**Clock nets**

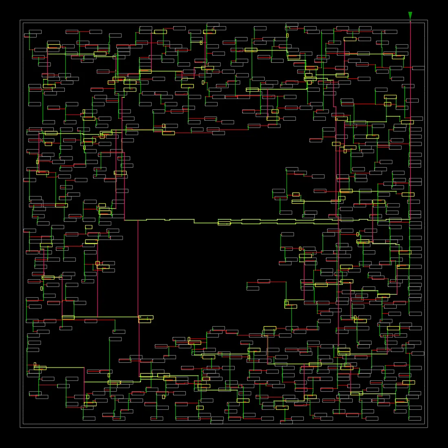
**M2 wires**

Bar = 100 um.
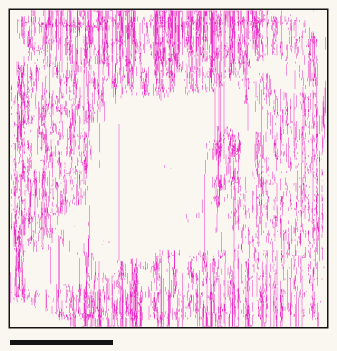
**Metal layers overlaid**

Bar = 100 um. Only two layers are drawn.
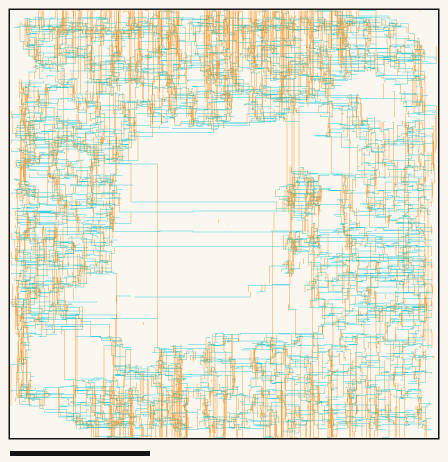
==> src/rtl/aes_spi_pkg.sv <==
`default_nettype none
// ============================================================================
//  Module      : aes_spi_pkg
//  Description : Shared types and constants for the AES accelerator SPI host.
//                Holds the host FSM state encoding, the direction byte codes
//                and the frame length helper.
//  Revision    : 1.0 - initial release
// ============================================================================
package aes_spi_pkg;

   // Host FSM states (explicit 2-bit encoding)
   typedef enum logic [1:0] {
      IDLE = 2'd0,
      LOAD = 2'd1,
      WAIT = 2'd2,
      READ = 2'd3
   } state_t;

   // Direction byte values; the accelerator only looks at bit 0
   localparam logic [7:0] DIR_ENCRYPT = 8'h00;
   localparam logic [7:0] DIR_DECRYPT = 8'h01;

   // Load frame length: 8 direction bits + K key bits + 128 block bits
   function automatic int load_bits(input int k);
      return 136 + k;
   endfunction

endpackage
`default_nettype wire

==> src/rtl/aes_spi_clkgen.sv <==
`default_nettype none
// ============================================================================
//  Module      : aes_spi_clkgen
//  Description : SPI clock divider. While enabled, SCLK is low for CLK_DIV
//                clk cycles then high for CLK_DIV cycles. rise/fall are
//                combinational strobes that are high during the cycle whose
//                closing clk edge will raise/lower SCLK. When disabled the
//                divider is cleared and SCLK parks low.
//  Ports       : clk, reset (async, active-low), en  -> sclk, rise, fall
//  Revision    : 1.0 - initial release
// ============================================================================
module aes_spi_clkgen #(
   parameter int CLK_DIV = 4
) (
   input  logic clk,
   input  logic reset,
   input  logic en,
   output logic sclk,
   output logic rise,
   output logic fall
);

   localparam int c_CNT_W = (CLK_DIV > 1) ? $clog2(CLK_DIV) : 1;
   localparam logic [c_CNT_W-1:0] c_CNT_LAST = c_CNT_W'(CLK_DIV - 1);

   if (CLK_DIV < 1) begin : g_bad_clk_div
      $error("aes_spi_clkgen: CLK_DIV must be >= 1");
   end

   logic [c_CNT_W-1:0] r_cnt;
   logic               r_sclk;
   logic               w_tick;

   assign w_tick = en && (r_cnt == c_CNT_LAST);
   assign rise   = w_tick && !r_sclk;
   assign fall   = w_tick && r_sclk;
   assign sclk   = r_sclk;

   always_ff @(posedge clk or negedge reset) begin
      if (!reset) begin
         r_cnt  <= '0;
         r_sclk <= 1'b0;
      end else if (!en) begin
         r_cnt  <= '0;
         r_sclk <= 1'b0;
      end else begin
         r_cnt <= w_tick ? '0 : r_cnt + 1'b1;
         if (w_tick) begin
            r_sclk <= !r_sclk;
         end
      end
   end

endmodule
`default_nettype wire

==> src/rtl/aes_spi_host.sv <==
`default_nettype none
// ============================================================================
//  Module      : aes_spi_host
//  Description : SPI master for the AES accelerator. Serialises
//                {dir, key, din} MSB first with spi_ce high, waits for the
//                accelerator's done, then clocks the 128-bit result back over
//                MISO and presents it on dout with a one-cycle dout_valid.
//  Ports       : clk, reset (async, active-low)
//                start/dir/key/din/ready   - parallel request handshake
//                dout/dout_valid           - parallel result
//                spi_sclk/spi_mosi/spi_ce/spi_miso, acc_done - accelerator side
//                err                       - watchdog flag (optional build)
//  Options     : define AES_SPI_HOST_TIMEOUT_EN to add the WAIT watchdog and
//                the err output.
//  Revision    : 1.0 - initial release
// ============================================================================
module aes_spi_host
   import aes_spi_pkg::*;
#(
   parameter int K              = 192,
   parameter int CLK_DIV        = 4,
   parameter int TIMEOUT_CYCLES = 4096
) (
   input  logic           clk,
   input  logic           reset,
   input  logic           start,
   input  logic [7:0]     dir,
   input  logic [K-1:0]   key,
   input  logic [127:0]   din,
   output logic           ready,
   output logic [127:0]   dout,
   output logic           dout_valid,
   output logic           spi_sclk,
   output logic           spi_mosi,
   output logic           spi_ce,
   input  logic           spi_miso,
   input  logic           acc_done
`ifdef AES_SPI_HOST_TIMEOUT_EN
   ,
   output logic           err
`endif
);

   localparam int c_LOAD_BITS = load_bits(K);
   localparam int c_CNT_W     = $clog2(c_LOAD_BITS + 1);
`ifdef AES_SPI_HOST_TIMEOUT_EN
   localparam int c_WAIT_MAX  = TIMEOUT_CYCLES;
`else
   localparam int c_WAIT_MAX  = 2;
`endif
   localparam int c_WAIT_W    = $clog2(c_WAIT_MAX + 1);

   if (!(K == 128 || K == 192 || K == 256)) begin : g_bad_key_len
      $error("aes_spi_host: K must be 128, 192 or 256");
   end
   // done is ignored for the first two WAIT cycles, so a shorter watchdog
   // could never let done win
   if (TIMEOUT_CYCLES < 3) begin : g_bad_timeout
      $error("aes_spi_host: TIMEOUT_CYCLES must be >= 3");
   end

   state_t                 r_state, w_state_next;
   logic [c_LOAD_BITS-1:0] r_shift;
   logic [c_CNT_W-1:0]     r_bit_cnt;
   logic [c_WAIT_W-1:0]    r_wait_cnt;
   logic                   r_done_s1, r_done_s2;
   logic [126:0]           r_rx;
   logic [127:0]           r_dout;
   logic                   r_dout_valid;
   logic                   w_rise, w_fall, w_sclk_en;
   logic                   w_accept, w_load_fall, w_load_last;
   logic                   w_read_rise, w_read_last, w_done_ok;

   aes_spi_clkgen #(.CLK_DIV(CLK_DIV)) u_clkgen (
      .clk  (clk),
      .reset(reset),
      .en   (w_sclk_en),
      .sclk (spi_sclk),
      .rise (w_rise),
      .fall (w_fall)
   );

   assign w_sclk_en   = (r_state == LOAD) || (r_state == READ);
   assign w_accept    = (r_state == IDLE) && start;
   // MOSI advances on each SCLK fall; the LOAD_BITS-th fall ends the frame
   assign w_load_fall = (r_state == LOAD) && w_fall;
   assign w_load_last = w_load_fall && (r_bit_cnt == c_CNT_W'(c_LOAD_BITS - 1));
   // MISO is sampled on the edge that raises SCLK; the trailing cycle of READ
   // (dout_valid high) must not take another sample
   assign w_read_rise = (r_state == READ) && w_rise && !r_dout_valid;
   assign w_read_last = w_read_rise && (r_bit_cnt == c_CNT_W'(127));
   assign w_done_ok   = (r_state == WAIT) && r_done_s2 && (r_wait_cnt >= c_WAIT_W'(2));

`ifdef AES_SPI_HOST_TIMEOUT_EN
   logic w_timeout;
   logic r_err;

   assign w_timeout = (r_state == WAIT) && !w_done_ok &&
                      (r_wait_cnt == c_WAIT_W'(TIMEOUT_CYCLES - 1));
   assign err       = r_err;

   always_ff @(posedge clk or negedge reset) begin
      if (!reset) begin
         r_err <= 1'b0;
      end else if (w_accept) begin
         r_err <= 1'b0;
      end else if (w_timeout) begin
         r_err <= 1'b1;
      end
   end
`endif

   // State register
   always_ff @(posedge clk or negedge reset) begin
      if (!reset) begin
         r_state <= IDLE;
      end else begin
         r_state <= w_state_next;
      end
   end

   // Next-state logic
   always_comb begin
      w_state_next = r_state;
      case (r_state)
         IDLE: if (start) w_state_next = LOAD;
         LOAD: if (w_load_last) w_state_next = WAIT;
         WAIT: begin
            if (w_done_ok) begin
               w_state_next = READ;
            end
`ifdef AES_SPI_HOST_TIMEOUT_EN
            else if (w_timeout) begin
               w_state_next = IDLE;
            end
`endif
         end
         READ: if (r_dout_valid) w_state_next = IDLE;
         default: w_state_next = IDLE;
      endcase
   end

   // Output logic
   always_comb begin
      ready    = 1'b0;
      spi_ce   = 1'b0;
      spi_mosi = 1'b0;
      case (r_state)
         IDLE: ready = 1'b1;
         LOAD: begin
            spi_ce   = 1'b1;
            spi_mosi = r_shift[c_LOAD_BITS-1];
         end
         default: ;
      endcase
   end

   // Datapath
   always_ff @(posedge clk or negedge reset) begin
      if (!reset) begin
         r_shift      <= '0;
         r_bit_cnt    <= '0;
         r_wait_cnt   <= '0;
         r_done_s1    <= 1'b0;
         r_done_s2    <= 1'b0;
         r_rx         <= '0;
         r_dout       <= '0;
         r_dout_valid <= 1'b0;
      end else begin
         r_done_s1    <= acc_done;
         r_done_s2    <= r_done_s1;
         r_dout_valid <= w_read_last;

         if (w_accept) begin
            r_shift <= {dir, key, din};
         end else if (w_load_fall) begin
            r_shift <= {r_shift[c_LOAD_BITS-2:0], 1'b0};
         end

         if (w_accept || w_load_last) begin
            r_bit_cnt <= '0;
         end else if (w_load_fall || w_read_rise) begin
            r_bit_cnt <= r_bit_cnt + 1'b1;
         end

         if (r_state != WAIT) begin
            r_wait_cnt <= '0;
         end else if (r_wait_cnt != c_WAIT_W'(c_WAIT_MAX)) begin
            r_wait_cnt <= r_wait_cnt + 1'b1;
         end

         if (w_read_rise) begin
            r_rx <= {r_rx[125:0], spi_miso};
         end
         if (w_read_last) begin
            r_dout <= {r_rx, spi_miso};
         end
      end
   end

   assign dout       = r_dout;
   assign dout_valid = r_dout_valid;

endmodule
`default_nettype wire

==> config.mk <==
export PLATFORM = sky130hd
export DESIGN_NAME = aes_spi_host
export DESIGN_NICKNAME = d
export VERILOG_FILES = /design/src/rtl/aes_spi_pkg.sv /design/src/rtl/aes_spi_clkgen.sv /design/src/rtl/aes_spi_host.sv
export SDC_FILE = /design/constraint.sdc
export NUM_CORES = 1
export LEC_CHECK = 0
export ABC_AREA = 1
export CAP_MARGIN = 20
export CORE_MARGIN = 2
export CORE_UTILIZATION = 28
export CTS_CLUSTER_SIZE = 10
export DETAILED_ROUTE_END_ITERATION = 10
export DONT_BUFFER_PORTS = 1
export PLACE_DENSITY = 0.41
export SYNTH_ARGS = -nofsm -noshare
export SYNTH_HDL_FRONTEND = slang
export SYNTH_SLANG_ARGS = --single-unit
export TNS_END_PERCENT = 5
==> constraint.sdc <==
create_clock -name clk -period 2.84 [get_ports clk]
set_input_delay 0.568 -clock clk [delete_from_list [all_inputs] [get_ports clk]]
set_output_delay 0.568 -clock clk [all_outputs]
set_load 0.01 [all_outputs]
==> results.txt <==
impl run done, here's what came out: run status finished, violations left, violated checks hold timing, slew limit, slowest CP cell dfrtp_1, first-pass GRT wire length 110000 um, # resized after CTS 0, ANT nets after route 0, highest routed layer met5, Largest Register r_shift, Post-synth ARST share 100%, first-pass iteration count of the detailed router 5, Final period util 82.1%, io pins 466, clock power share 34.3%, min-delay worst type input port to asynchronous set/reset pin, Crit path arrival time 1.76 ns, max-slew violation count 333, met3 wire length 5620 um, antenna cells 4, Inverters 150, Sw Share 31.3%, crit path time final 2.33 ns, sequential cell area 0.0151 mm2, HPWL after DPL 43800 um, syn avg cell area 8.92 um2, RePlAce Congestion 0.790, Post-route DRC 0, Mapped Cells 2877, yosys aoi share 6.76%, most common logic cells in the final layout nand2_1, nand3_1, dfrtp_1, Simple-Gate Area Share 27.5%, vias in the first global route 19277, die width 307 um, initial antenna violation count 12, yosys adder share 0.390%, Yosys Chip Area 0.0257 mm2, clock transition at the registers of the reported paths 0.05 ns, CTS tree done, dominant synthesized flop cell dfrtp_1, area of the multi-input gates 0.00894 mm2, sequential cell area share 52.2%, RR Endpoint r_shift[101]$_DFFE_PN0P_, Worst-Margin Slew 3.02 ns, Finish-stage setup viols 0, main logic family after synthesis simple AND/OR/NAND/NOR gates, Final Hold Viols 280, Setup Crit Path Kind flop to output port, grt peak-use layer met2, Clock Tree Buf Depth 3, Mapped Area 0.0257 mm2, EDFF count, synth 0, crit path buf inv count 3, post-synth top area share 58.7%, ClkCell Share 7.73%, H-tree Lvls 3, final std cells w/o fill 4020, dpl cell area 0.0266 mm2, DR vias/cell 4.74, Final Net Count 3136, RSZ-0062 raised after global routing no, Inst Count DP 3902, final setup margin 0.509 ns, sequential-to-total area share from yosys stat 58.7%, cells on worst reg2reg path 8, Internal Pwr Total 17.7 mW, most frequent cell on the critical path inv_1, CP peak stage delay 0.41 ns, post-place setup slack 0.567 ns, CP endpoint kind output port, fp util 28.1%, sequential power share 47.1%, root buf cell clkbuf_16, largest net degree at the start of global routing 603, Worst Path Required 2.27 ns, Area-dominant class sequential cells, worst hold slack -0.360 ns, count leader, synth nand2_1, tool warnings 38, CLK BUF 102, GR Util met1 18.2%, Data buffer area share 1.81%, crit path from r_state[1]$_DFFE_PN0P_
-- 'clock nets' (at the start) --
number of buffers created by CTS: 75
clk sink count: 602
Clk. pwr: 8.86 mW
clock skew: 0.0165 ns

-- 'M2 wires' (at the start) --
nets with wire on the layer: 2530
wire length on this layer: 32.7 mm
share of all routed wire: 47%
longest straight run: 132 um

-- 'metal layers overlaid' (at the start) --
legend:
  orange:
    layer: M2
    wire_length: 32.7 mm
  cyan:
    layer: M1
    wire_length: 29.1 mm

No activity file was given, so power comes from the tool's default toggle rates.
